$ cat config.mk
export PLATFORM = sky130hd
export DESIGN_NAME = ghost_collision_ctrl
export DESIGN_NICKNAME = d
export VERILOG_FILES = /design/src/rtl/pacman_pkg.sv /design/src/rtl/ghost_collision_ctrl_sprite_overlap.sv /design/src/rtl/ghost_collision_ctrl.sv
export SDC_FILE = /design/constraint.sdc
export NUM_CORES = 1
export LEC_CHECK = 0
export CAP_MARGIN = 40
export CORE_MARGIN = 2
export CORE_UTILIZATION = 41
export DETAILED_ROUTE_END_ITERATION = 7
export PLACE_DENSITY = 0.66
export SLEW_MARGIN = 20
export SYNTH_ARGS = -nofsm -noshare
export SYNTH_HDL_FRONTEND = slang
export SYNTH_HIERARCHICAL = 1
export SYNTH_SLANG_ARGS = --single-unit
$ cat constraint.sdc
create_clock -name frame_clk -period 2.2 [get_ports frame_clk]
set_input_delay 0.22 -clock frame_clk [delete_from_list [all_inputs] [get_ports frame_clk]]
set_output_delay 0.22 -clock frame_clk [all_outputs]
set_load 0.02 [all_outputs]
$ cat src/rtl/pacman_pkg.sv
// Shared types and constants for the pacman collision/scoring logic.
package pacman_pkg;

  typedef enum logic [1:0] {NORMAL, FRIGHTENED, DYING, GAME_OVER} state_e;
  typedef enum logic [1:0] {RED = 2'd0, GREEN = 2'd1, AQUA = 2'd2} ghost_e;

  localparam int NUM_GHOSTS        = 3;
  localparam int GHOST_BASE_POINTS = 200;
  localparam int COMBO_MAX         = 3;
  localparam int WARN_FRAMES       = 120;

  function automatic int max2(input int a, input int b);
    return (a > b) ? a : b;
  endfunction

endpackage

$ cat src/rtl/ghost_collision_ctrl_sprite_overlap.sv
// Combinational bounding-box overlap test between two SIZE x SIZE sprites.
module sprite_overlap #(
  parameter int SIZE = 8
) (
  input  logic [9:0] aX,
  input  logic [9:0] aY,
  input  logic [9:0] bX,
  input  logic [9:0] bY,
  input  logic       mask,
  output logic       hit
);
  localparam logic [10:0] SZ = 11'(SIZE);

  logic [9:0] dx, dy;

  assign dx  = (aX >= bX) ? (aX - bX) : (bX - aX);
  assign dy  = (aY >= bY) ? (aY - bY) : (bY - aY);
  assign hit = !mask && ({1'b0, dx} < SZ) && ({1'b0, dy} < SZ);

endmodule

$ cat src/rtl/ghost_collision_ctrl.sv
// Per-frame pacman/ghost collision arbiter: death, ghost eating, fright timer,
// lives and game-over tracking. All outputs are registered.
import pacman_pkg::*;

module ghost_collision_ctrl #(
  parameter int SIZE          = 8,
  parameter int FRIGHT_FRAMES = 600,
  parameter int DEATH_FRAMES  = 120,
  parameter int LIVES_INIT    = 3
) (
  input  logic        frame_clk,
  input  logic        Reset_n,
  input  logic [9:0]  pacmanX,
  input  logic [9:0]  pacmanY,
  input  logic [9:0]  ghost_redX,
  input  logic [9:0]  ghost_redY,
  input  logic [9:0]  ghost_greenX,
  input  logic [9:0]  ghost_greenY,
  input  logic [9:0]  ghost_aquaX,
  input  logic [9:0]  ghost_aquaY,
  input  logic        power_pellet,
  output logic        death,
  output logic        defeated_red,
  output logic        defeated_green,
  output logic        defeated_aqua,
  output logic        frightened,
  output logic        fright_warn,
  output logic [10:0] score_inc,
  output logic [1:0]  lives,
  output logic        respawn,
  output logic        game_over
);
  localparam int TW = $clog2(max2(FRIGHT_FRAMES, DEATH_FRAMES));
  localparam logic [TW-1:0] FR_LOAD = TW'(FRIGHT_FRAMES - 1);
  localparam logic [TW-1:0] DT_LOAD = TW'(DEATH_FRAMES - 1);
  localparam logic [TW-1:0] WARN_T  = TW'(WARN_FRAMES);

  state_e                         state_q, state_d;
  logic [TW-1:0]                  timer_q, timer_d;
  logic [1:0]                     combo_q, combo_d, combo_base;
  logic [1:0]                     lives_q, lives_d;
  logic [NUM_GHOSTS-1:0]          def_q, def_d, hit;
  logic [10:0]                    score_q, score_d;
  logic                           respawn_q, respawn_d;
  logic                           death_q, fright_q, warn_q, over_q;
  logic                           death_d, fright_d, warn_d, over_d;
  logic [NUM_GHOSTS-1:0][9:0]     gx, gy;

  assign gx = {ghost_aquaX, ghost_greenX, ghost_redX};
  assign gy = {ghost_aquaY, ghost_greenY, ghost_redY};

  // A ghost still showing its defeat pulse is masked until it warps home.
  for (genvar g = 0; g < NUM_GHOSTS; g++) begin : g_ovl
    sprite_overlap #(.SIZE(SIZE)) u_ovl (
      .aX(pacmanX), .aY(pacmanY), .bX(gx[g]), .bY(gy[g]),
      .mask(def_q[g]), .hit(hit[g])
    );
  end

  always_comb begin
    state_d    = state_q;
    timer_d    = timer_q;
    combo_d    = combo_q;
    lives_d    = lives_q;
    def_d      = '0;
    score_d    = '0;
    respawn_d  = 1'b0;
    combo_base = power_pellet ? 2'd0 : combo_q;
    unique case (state_q)
      NORMAL: begin
        if (power_pellet) begin
          state_d = FRIGHTENED;
          timer_d = FR_LOAD;
          combo_d = '0;
        end else if (|hit) begin
          state_d = DYING;
          timer_d = DT_LOAD;
          if (lives_q != 2'd0) lives_d = lives_q - 2'd1;
        end
      end
      FRIGHTENED: begin
        // A same-frame pellet clears the combo before the defeat is scored.
        if (|hit) begin
          if (hit[RED])        def_d[RED]   = 1'b1;
          else if (hit[GREEN]) def_d[GREEN] = 1'b1;
          else                 def_d[AQUA]  = 1'b1;
          score_d = 11'(GHOST_BASE_POINTS) << combo_base;
          combo_d = (combo_base == 2'(COMBO_MAX)) ? combo_base : combo_base + 2'd1;
        end else begin
          combo_d = combo_base;
        end
        if (power_pellet) begin
          timer_d = FR_LOAD;
        end else if (timer_q == '0) begin
          state_d = NORMAL;
          combo_d = '0;
        end else begin
          timer_d = timer_q - 1'b1;
        end
      end
      DYING: begin
        if (timer_q == '0) begin
          if (lives_q != 2'd0) begin
            state_d   = NORMAL;
            respawn_d = 1'b1;
          end else begin
            state_d = GAME_OVER;
          end
        end else begin
          timer_d = timer_q - 1'b1;
        end
      end
      GAME_OVER: ;
    endcase
    death_d  = (state_d == DYING);
    fright_d = (state_d == FRIGHTENED);
    warn_d   = (state_d == FRIGHTENED) && (timer_d < WARN_T);
    over_d   = (state_d == GAME_OVER);
  end

  always_ff @(posedge frame_clk or negedge Reset_n) begin
    if (!Reset_n) begin
      state_q   <= NORMAL;
      timer_q   <= '0;
      combo_q   <= '0;
      lives_q   <= 2'(LIVES_INIT);
      def_q     <= '0;
      score_q   <= '0;
      respawn_q <= 1'b0;
      death_q   <= 1'b0;
      fright_q  <= 1'b0;
      warn_q    <= 1'b0;
      over_q    <= 1'b0;
    end else begin
      state_q   <= state_d;
      timer_q   <= timer_d;
      combo_q   <= combo_d;
      lives_q   <= lives_d;
      def_q     <= def_d;
      score_q   <= score_d;
      respawn_q <= respawn_d;
      death_q   <= death_d;
      fright_q  <= fright_d;
      warn_q    <= warn_d;
      over_q    <= over_d;
    end
  end

  assign death          = death_q;
  assign defeated_red   = def_q[RED];
  assign defeated_green = def_q[GREEN];
  assign defeated_aqua  = def_q[AQUA];
  assign frightened     = fright_q;
  assign fright_warn    = warn_q;
  assign score_inc      = score_q;
  assign lives          = lives_q;
  assign respawn        = respawn_q;
  assign game_over      = over_q;

endmodule

run_1/gate_families.png
Bar = 50 um.
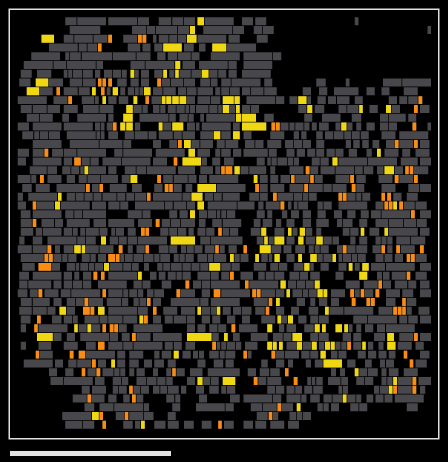
- yellow: NOR gates (cells 134; most used nor2_1)
- orange: inverters (cells 144; most used inv_1)
most used logic cell in the final layout: buf_4
Comb area share: 0.556
Finished Layout Cells: 1519

run_1/met4.png
Bar = 50 um.
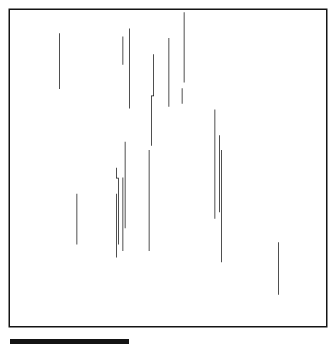
- longest straight run: 46.9 um
- share of all routed wire: 2.1%
- nets with wire on the layer: 16
- main direction: vertical
- wire length on this layer: 506 um

run_1/cell_classes.png
Bar = 50 um. Fill, decap, tap and diode cells in gray.
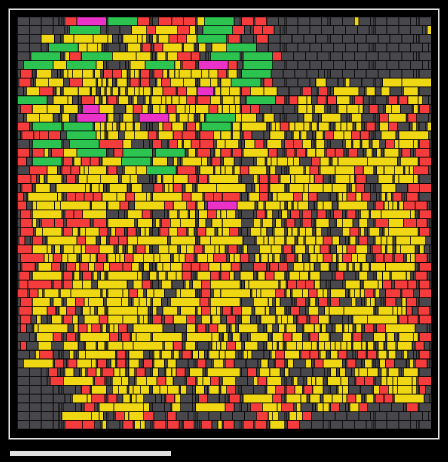
- magenta: clock drivers and dummy loads (cells 7; share of their area 1.4%)
- yellow: all other logic (cells 861; share of their area 62%)
- green: flip-flops (cells 32; share of their area 7.1%)
- red: other buffers and delay cells (cells 398; share of their area 30%)

run_1/metal_stack.png
Bar = 50 um.
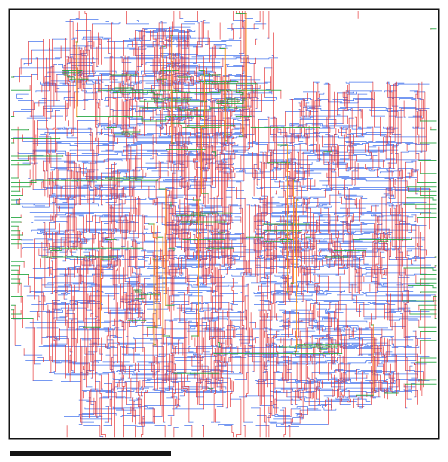
- blue: met1 (wire length 10600 um)
- green: met3 (wire length 1130 um)
- red: met2 (wire length 11500 um)
- orange: met4 (wire length 506 um)

[run 1: path summary, 6_finish.rpt]
kind                               endpoint  slack [ps]  depth (start not counted)
worst max-delay path            fright_warn       -1710                         20
worst min-delay path             timer_q[7]         340                          2
worst max register to register  fright_warn        -380                         10
worst min register to register     lives[1]         490                          2
max in group asynchronous          lives[1]        1520                          2
min in group frame_clk             lives[1]         490                          2
[run 1: cell usage in the layout, fill, tap and decap left out, types with 11 or more instances in the layout]
master           Yosys  layout
a21o_1              24      24
a21oi_1             73      66
buf_4                3     274
buf_6                1      28
clkdlybuf4s50_1      0      42
dfrtp_1             30      30
dlygate4sd2_1        0      26
ha_1               126      79
ha_4                 0      44
inv_1              144     124
inv_2                0      12
nand2_1             40      35
nand2b_1            13      12
nor2_1              59      50
nor2b_1             15      12
nor3_1              42      34
o21a_1              18      17
o21ai_0             56      38
o21ai_1              3      11
o21ai_2              2      11
or3_1               15      11
xor2_1              27      26
[run 1: power by group through the flow]
stage | Clock, mW | Combinational, mW | Sequential, mW
3_3_place_gp | 0 | 3.31 | 0.754
6_report | 0.727 | 3.87 | 0.755
2_1_floorplan | 0 | 1.93 | 0.786
5_1_grt | 0.754 | 4.21 | 0.762
3_5_place_dp | 0 | 3.34 | 0.755
4_1_cts | 0.725 | 3.61 | 0.749
[run 1: cell type report]
class,count,area share
multi-input combinational,717,0.556
clock buffer,7,0.0132
inverter,144,0.0490
timing repair buffer,398,0.289
antenna,1,0.000217
tap,220,0.0238
sequential,32,0.0696
[run 1: flip-flops by register name, summed over array words and instances (netlist names)]
register     count
fright_warn      1
frightened       1
timer_q         10
game_over        1
lives            2
respawn          1
def_q            3
death            1
combo_q          2
score_inc        8
state_q          2
[run 1: per-layer routing]
metal  track usage  vias up  wire length, um
met5             0        -                0
met3        0.0218       35             1130
met2         0.433      262            11500
met1         0.334     3805            10600
li1              -     4017                -
met4        0.0741        0              506
[run 1: worst max-delay path, cell delays in order]
cell      delay [ps]
buf_6            120
buf_6            120
ha_4             270
and4_4           220
nand2_2           70
o221a_4          310
buf_12           130
mux2_4           310
buf_4            140
a211oi_2         220
o211a_1          180
o211ai_1         180
nor4_4           410
nor3_2           110
a21oi_2          200
buf_4            140
o21ai_2           40
a21o_1           210
a2111o_1         330
nor3b_2          160
[run 1: logic make-up (layout without fill, tap and decap cells)]
logic type / after synthesis / after routing / share of synthesized area
mux: 9 / 9 / 0.0166
other cells: 1 / 4 / 0.000553
flops: 32 / 32 / 0.118
compound gates: 282 / 282 / 0.277
xor+xnor: 37 / 37 / 0.0478
buf+inv: 171 / 549 / 0.0985
simple gates: 260 / 260 / 0.209
fa+ha+maj: 126 / 126 / 0.232
[run 1: stage by stage]
step	worst slack, ps	TNS, ps
floorplan	-1500	-30850
global placement	-2370	-60360
detailed placement	-2500	-64390
CTS	-1600	-39540
global route	-1800	-45390
finish	-1710	-42160
[run 1: timing repair]
item,in CTS,in global routing
endpoints found under the setup margin,31,31
resized,248,91
pin swaps,79,44
buffers inserted,40,18
==> flow_summary.json, run 1 <==
{
  "violations": "negative setup slack",
  "fin_util": 0.704,
  "wl_per_cell_um": 15.7,
  "logic_area_um2": 6410,
  "worst_slack_ps": -1710,
  "startpoint_type": "input port",
  "dpl_cell_area_um2": 10200,
  "top_area_cell": "ha_1",
  "grt_overflow": 0,
  "fp_util": 0.414,
  "max_freq_ghz": 0.256,
  "hold_buffers": 0,
  "rsz0062_at_grt": "true",
  "status": "complete, but fails checks",
  "min_period_ps": 3910,
  "syn2layout_area_growth_pct": 70.1,
  "crit_fanout": 3,
  "cts_buffer_depth": 2,
  "warnings": 91,
  "ys.flops": 32,
  "fin_worst_skew_ps": 9.17,
  "critical_path_required_ps": 2400,
  "setup_viol": 31,
  "netlist_top_cells_count": "inv_1, ha_1, a21oi_1, nor2_1, o21ai_0",
  "p_comb_frac": 0.723,
  "numPortBuffers": 100,
  "async_flop_share": 1.00,
  "final_nets": 1507,
  "numCtsBuffers": 5,
  "endpoint_kind": "register",
  "internal_power_mw": 3.12,
  "setup.worst_path.start": "pacmanY[9]",
  "drt_wl_total_um": 23800,
  "pwr-share-clk": 0.136,
  "ant_nets": 0,
  "fill_cells": 1246,
  "dr.pass1.iters": 5,
  "vias": 8119,
  "drt_iter0_drc": 544,
  "drcViolationCount": 0,
  "cts_tree": "built",
  "std_cell_rows": 47,
  "ys_area_um2": 6790,
  "place_inst": 1461,
  "drive_gt1_frac": 0.396,
  "viasPerCell": 5.34
}
==> inputs of run 2 (changes only) <==
--- a/config.mk
+++ b/config.mk
@@ -5,7 +5,6 @@
 export SDC_FILE = /design/constraint.sdc
 export NUM_CORES = 1
 export LEC_CHECK = 0
-export CAP_MARGIN = 40
 export CORE_MARGIN = 2
 export CORE_UTILIZATION = 41
 export DETAILED_ROUTE_END_ITERATION = 7
run_2/met4.png
Bar = 50 um.
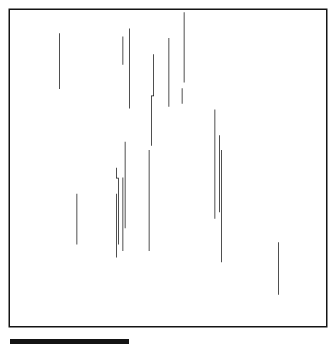
- main direction: vertical
- nets with wire on the layer: 16
- wire length on this layer: 506 um
- longest straight run: 46.9 um
- share of all routed wire: 2.1%

==> flow_summary.json, run 2 <==
{
  "status": "complete, but fails checks",
  "violations": "negative setup slack",
  "crit_fanout": 3,
  "post-place-ws_ps": -2500,
  "min_period_ps": 3910,
  "final_nets": 1507,
  "finalSetupTns_ps": -42160,
  "drt_wl_total_um": 23800,
  "dr.pass1.iters": 5,
  "drcViolationCount": 0,
  "drive_gt1_frac": 0.396,
  "cts_buffer_depth": 2,
  "startpoint_type": "input port",
  "fp_util": 0.414,
  "warnings": 91,
  "async_flop_share": 1.00,
  "viasPerCell": 5.34,
  "numPortBuffers": 100,
  "syn2layout_area_growth_pct": 70.1,
  "std_cell_rows": 47,
  "setup_viol": 31,
  "cts_tree": "built",
  "grt_overflow": 0,
  "netlist_top_cells_count": "inv_1, ha_1, a21oi_1, nor2_1, o21ai_0",
  "max_flop_register": "timer_q",
  "ys.flops": 32,
  "synth.logic.top_family": "AND-OR/OR-AND gates",
  "top_area_cell": "ha_1",
  "aoi_share": 0.277,
  "lay_top_cells": "buf_4, inv_1, ha_1, a21oi_1, nor2_1",
  "endpoint_kind": "register",
  "dpl_cell_area_um2": 10200,
  "largest_register_ff_count": 10,
  "lay_top_count": "buf_4",
  "xor_share": 0.0478,
  "critical_path_required_ps": 2400,
  "numCtsBuffers": 5,
  "worst_slack_ps": -1710,
  "fa_ha_area_frac": 0.232,
  "ys_area_um2": 6790,
  "fin_worst_skew_ps": 9.17,
  "fill_cells": 1246,
  "simple_gate_area_frac": 0.209
}
==> run 2: power breakdown <==
group	switching, mW	internal, mW	total, mW
clock network	0.253	0.474	0.727
registers	0.0746	0.681	0.755
logic	1.91	1.97	3.87
==> run 2: cell type report <==
cell class,count,area [um2],share of cell area
Multi-Input combinational cell,717,6410,0.556
Timing Repair Buffer,398,3330,0.289
Antenna cell,1,2.50,0.000217
Sequential cell,32,803,0.0696
Clock buffer,7,153,0.0132
Tap cell,220,275,0.0238
Inverter,144,566,0.0490
==> run 2: what timing repair did <==
action,CTS,global route
setup endpoints to repair,31,31
hold endpoints to repair,0,0
resized,248,91
pin swaps,79,44
hold buffers,0,0
setup buffers,40,18
cloned,0,0
==> run 2: critical path, stage by stage <==
cell and delay [ps]:
buf_6 120, buf_6 120, ha_4 270, and4_4 220
nand2_2 70, o221a_4 310, buf_12 130, mux2_4 310
buf_4 140, a211oi_2 220, o211a_1 180, o211ai_1 180
nor4_4 410, nor3_2 110, a21oi_2 200, buf_4 140
o21ai_2 40, a21o_1 210, a2111o_1 330, nor3b_2 160
==> run 2: layer usage <==
layer	share of wire	vias to the layer above	track usage
li1	-	4017	-
met1	0.45	3805	0.334
met2	0.48	262	0.433
met3	0.047	35	0.0218
met4	0.021	0	0.0741
met5	0	-	0
==> run 2: logic make-up after synthesis <==
| kind of cell | count (synthesis) |
|---|---|
| other | 1 |
| buffers and inverters | 171 |
| AND/OR/NAND/NOR | 260 |
| multiplexers | 9 |
| AND-OR/OR-AND | 282 |
| XOR/XNOR | 37 |
| flip-flops | 32 |
| adder cells (fa/ha/maj) | 126 |
==> run 2: through the flow <==
step,util,std cells
3_3_place_gp,0.624,1461
5_1_grt,0.704,1519
4_1_cts,0.682,1506
3_5_place_dp,0.624,1461
2_1_floorplan,-,920
6_report,0.704,1519
==> run 2: path summary, 6_finish.rpt <==
check,startpoint,endpoint,slack (ps)
hold reg to reg,lives[1],lives[1],490
max in group asynchronous,Reset_n,lives[1],1520
setup / recovery,pacmanY[9],fright_warn,-1710
hold / removal,Reset_n,timer_q[7],340
min in group frame_clk,lives[1],lives[1],490
setup reg to reg,def_q[2],fright_warn,-380
==> inputs of run 3 (changes only) <==
--- a/config.mk
+++ b/config.mk
@@ -7,6 +7,7 @@
 export LEC_CHECK = 0
 export CORE_MARGIN = 2
 export CORE_UTILIZATION = 41
+export CTS_CLUSTER_SIZE = 16
 export DETAILED_ROUTE_END_ITERATION = 7
 export PLACE_DENSITY = 0.66
 export SLEW_MARGIN = 20
run_3/final_placement.png
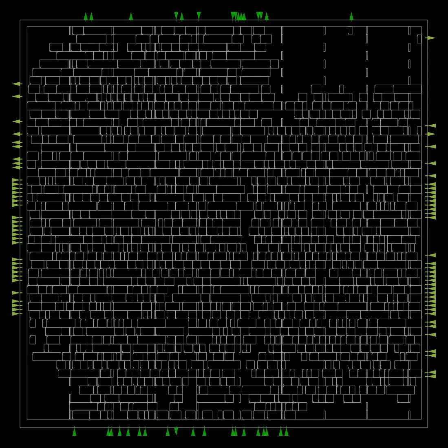
post-layout util: 0.704
Flops: 32
site row count: 47
core area: 16400 um2

==> flow_summary.json, run 3 <==
{
  "status": "complete, but fails checks",
  "violations": "negative setup slack",
  "warnings": 91,
  "top_area_cell": "ha_1",
  "numPortBuffers": 100,
  "ys.flops": 32,
  "cp_cell_sequence": "buf_6, buf_6, ha_4, and4_4, nand2_2, o221a_4, buf_12, mux2_4, buf_4, a211oi_2, o211a_1, o211ai_1, nor4_4, nor3_2, a21oi_2, buf_4, o21ai_2, a21o_1, a2111o_1, nor3b_2",
  "netlist_top_cells_count": "inv_1, ha_1, a21oi_1, nor2_1, o21ai_0",
  "cts_tree": "built",
  "place_inst": 1461,
  "viasPerCell": 5.34,
  "ant_nets": 0,
  "worst_slack_ps": -1710,
  "syn2layout_area_growth_pct": 70.1,
  "cts_buffer_depth": 2,
  "reg2reg_depth": 10,
  "final_nets": 1507,
  "numCtsBuffers": 5,
  "drive_gt1_frac": 0.396,
  "setup_viol": 31,
  "critical_path_required_ps": 2400,
  "wl_per_cell_um": 15.7,
  "drcViolationCount": 0,
  "ys_area_um2": 6790,
  "crit_fanout": 3,
  "slowest_delay_ps": 410,
  "r2r_end": "fright_warn",
  "fin_worst_skew_ps": 9.17
}
## run 3: critical path: cells and delay by family
kind,cells,cell delay [ps]
simple gates,5,970
fa+ha+maj,1,270
compound gates,8,1670
buf+inv,5,650
mux,1,310
## run 3: repair_timing
item,CTS,global route
resized,248,91
endpoints found under the setup margin,31,31
pin swaps,79,44
buffers inserted,40,18
## run 3: final cells by class
class                   count  area (um2)
flip-flops and latches     32         803
well taps                 220         275
multi-input cells         717        6410
inverters                 144         566
diodes                      1        2.50
clock buffers               7         153
fillers                  1246        4860
repair buffers            398        3330
## run 3: logic make-up after synthesis
family | share of synthesized area
AOI/OAI and AO/OA | 0.277
and+or+nand+nor | 0.209
buffers and inverters | 0.0985
adders and majority gates | 0.232
xor gates and xnor gates | 0.0478
DFF | 0.118
muxes | 0.0166
other | 0.000553
## run 3: power by group
part	total [mW]	internal [mW]	switching (mW)
combinational	3.87	1.97	1.91
clock	0.727	0.474	0.253
sequential	0.755	0.681	0.0746
total	5.36	3.12	2.23
## run 3: how the worst min path moves through the flow
| stage | start | to | slack [ps] | cells after the start |
|---|---|---|---|---|
| after floorplan | Reset_n | combo_q[0] | -80 | 0 |
| after global placement | lives[1] | lives[1] | 480 | 2 |
| after detailed placement | combo_q[0] | combo_q[0] | 490 | 1 |
| after CTS | Reset_n | timer_q[8] | 370 | 2 |
| after global routing | Reset_n | timer_q[8] | 390 | 2 |
| final | Reset_n | timer_q[7] | 340 | 2 |
## run 3: routing by layer
metal / global-route usage / vias to the layer above / routed length, um
met3: 0.0218 / 35 / 1130
met5: 0 / - / 0
li1: - / 4017 / -
met2: 0.433 / 262 / 11500
met1: 0.334 / 3805 / 10600
met4: 0.0741 / 0 / 506
## run 3: stage by stage
step | setup WS (ps) | util | total power, mW
global route | -1800 | 0.704 | 5.72
CTS | -1600 | 0.682 | 5.08
detailed placement | -2500 | 0.624 | 4.10
floorplan | -1500 | - | 2.72
global placement | -2370 | 0.624 | 4.07
finish | -1710 | 0.704 | 5.36
Power and IR drop assume default switching activity.
